Design ksa_key_schedule, sky130hd; sources not shown.
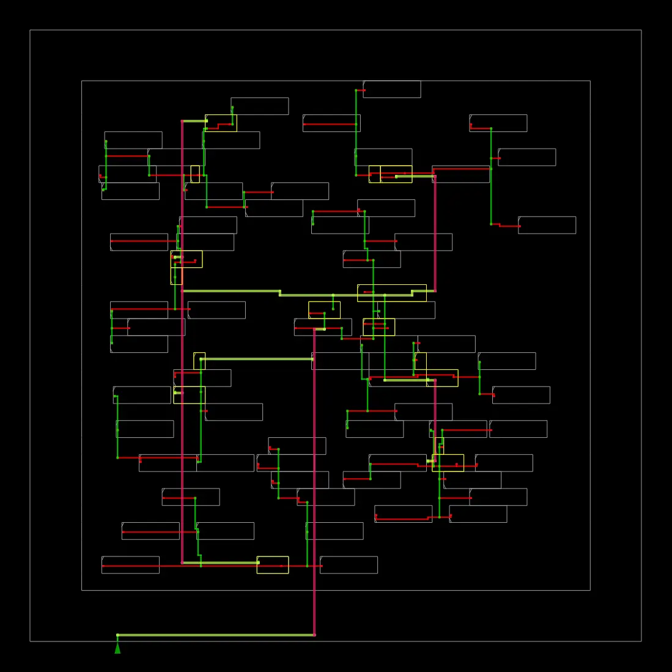
(images/clock_nets.png)
clock buffers: 11
seq_cells: 62
TritonCTS Sinks: 62
clock network power: 596 uW
TritonCTS Buffers: 9

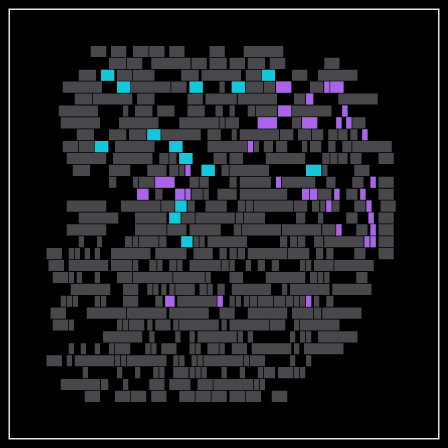
(images/gates.png)
[cyan] non-inverting ao/oa cells | cells: 14 | most used: a22o_1
[purple] nor cells | cells: 33 | most used: nor2_1
Top cell excl fill/tap: nand2_1
Comb/total area: 40.5%
Finished Layout Cells: 479

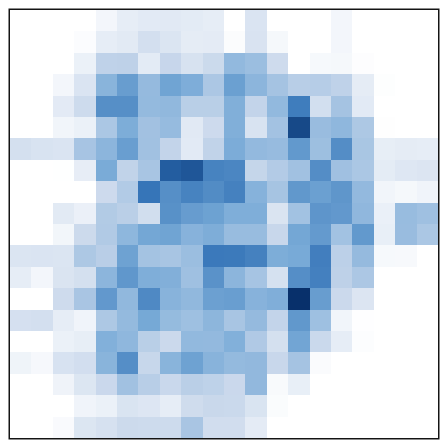
(images/route_heat.png)
The die is cut into 20 by 20 equal tiles; white is low, dark blue is high, scaled to the fullest tile. Values are wire area over tile area, all layers added.
densest ninth of the die: centre
mean over tiles: 0.12
fullest tile: 0.51
tiles over half the peak: 13%
nearly empty tiles: 27%
emptiest ninth of the die: lower right
Tot GR Track Use: 16.8%
vias: 2597

==> impl_metrics.yaml <==
# physical design summary
run_status:
  run_status: "complete, no violations"
min_path:
  min_path_type: "in2async"
routing:
  firstDrtPassIters: 4
  wl_per_cell_um: 15.5
  antenna_left: 0
  top_layer: "met4"
  drtIter0Drc: 98
timing:
  rsz0062_at_grt: "no"
  finalCritPeriodShare_pct: 93.0
  setup_viol: 0
  timing.final.crit_period_ns: 3.25
  max_freq_ghz: 0.307
  tns_ns: 0
floorplanning:
  rows: 30
  die_height_um: 97.9
  die_w_um: 97.9
logic_synthesis:
  syn_nets: 397
  synthArstFlopShare_pct: 100
  ys_types: 47
  post-synth-top-count-cell: "nand2_1"
  ys_seq_share_pct: 46.3
  edf_count: 0
power_and_ir_drop:
  power_density_nw_per_um2: 1070
  top_power_group: "combinational logic"
  p_clk_share_pct: 13.7
critical_path:
  cp_num_buf_inv: 1
  required_ns: 2.80
  arrival_ns: 2.55
  cp_num_cells: 4
  path_class: "reg2out"
clock_tree:
  cts_root_buf: "clkbuf_8"
  cts.repair.resized: 0
  cts.path.max_buffers: 2
  cts_tree: "yes"
grt:
  antenna_found_initial: 0
  grt-ovfl-total: 0
  grt_max_degree: 37
  busiest_layer: "met2"
final_layout:
  diodes: 0
job:
  warning_count: 26
-- cell type report --
class | count | area, sq um
Clock buffer | 11 | 131
Clock inverter | 5 | 50.0
Fill cell | 572 | 2570
Inverter | 9 | 33.8
Multi-Input combinational cell | 255 | 1650
Sequential cell | 62 | 1550
Tap cell | 80 | 100
Timing Repair Buffer | 57 | 553
-- placed cells by master, fill, tap and decap left out, types with 7 or more instances in the layout --
cell and count:
inv_1 9, clkdlybuf4s50_1 51, fa_1 8, a22o_1 8, ha_1 7, a22oi_1 8, clkbuf_8 9, nand3_1 14
nor2_1 21, mux2i_1 9, xnor2_1 7, dfrtp_1 62, nand2_1 92, o21ai_0 13, mux2_2 15
-- worst reg2reg max path: stages (launching register included) --
cell and delay, ns:
dfrtp_1 0.58, nor2b_1 0.50, nand2_1 0.12, o21ai_0 0.12, fa_1 0.45, ha_1 0.23
inv_1 0.07, fa_1 0.20, nor2b_1 0.07, o31a_1 0.26, o22ai_1 0.17, xnor2_1 0.14
o21ai_1 0.07
-- cells by family (layout without fill, tap and decap cells) --
logic type	Yosys count	after routing	share of synthesized area, %
flops	62	62	46.3
buf+inv	30	82	4.63
compound gates	53	53	11.0
fa+ha+maj	15	15	7.39
xor+xnor	10	10	2.61
mux	24	24	7.72
simple gates	153	153	20.4
-- metrics by stage --
stage | total power, uW | setup WS [ns] | utilization (%) | instance area, sq um | hold WS [ns]
2_1_floorplan | 3100 | 0.872 | - | 3350 | 0.404
3_3_place_gp | 3640 | 0.531 | 58.5 | 3880 | 0.460
3_5_place_dp | 3750 | 0.422 | 58.5 | 3880 | 0.467
4_1_cts | 4360 | 0.0921 | 61.2 | 4070 | 0.368
5_1_grt | 4730 | 0.0670 | 61.2 | 4070 | 0.385
6_report | 4330 | 0.247 | 61.2 | 4070 | 0.351
No activity file was given, so power comes from the tool's default toggle rates.
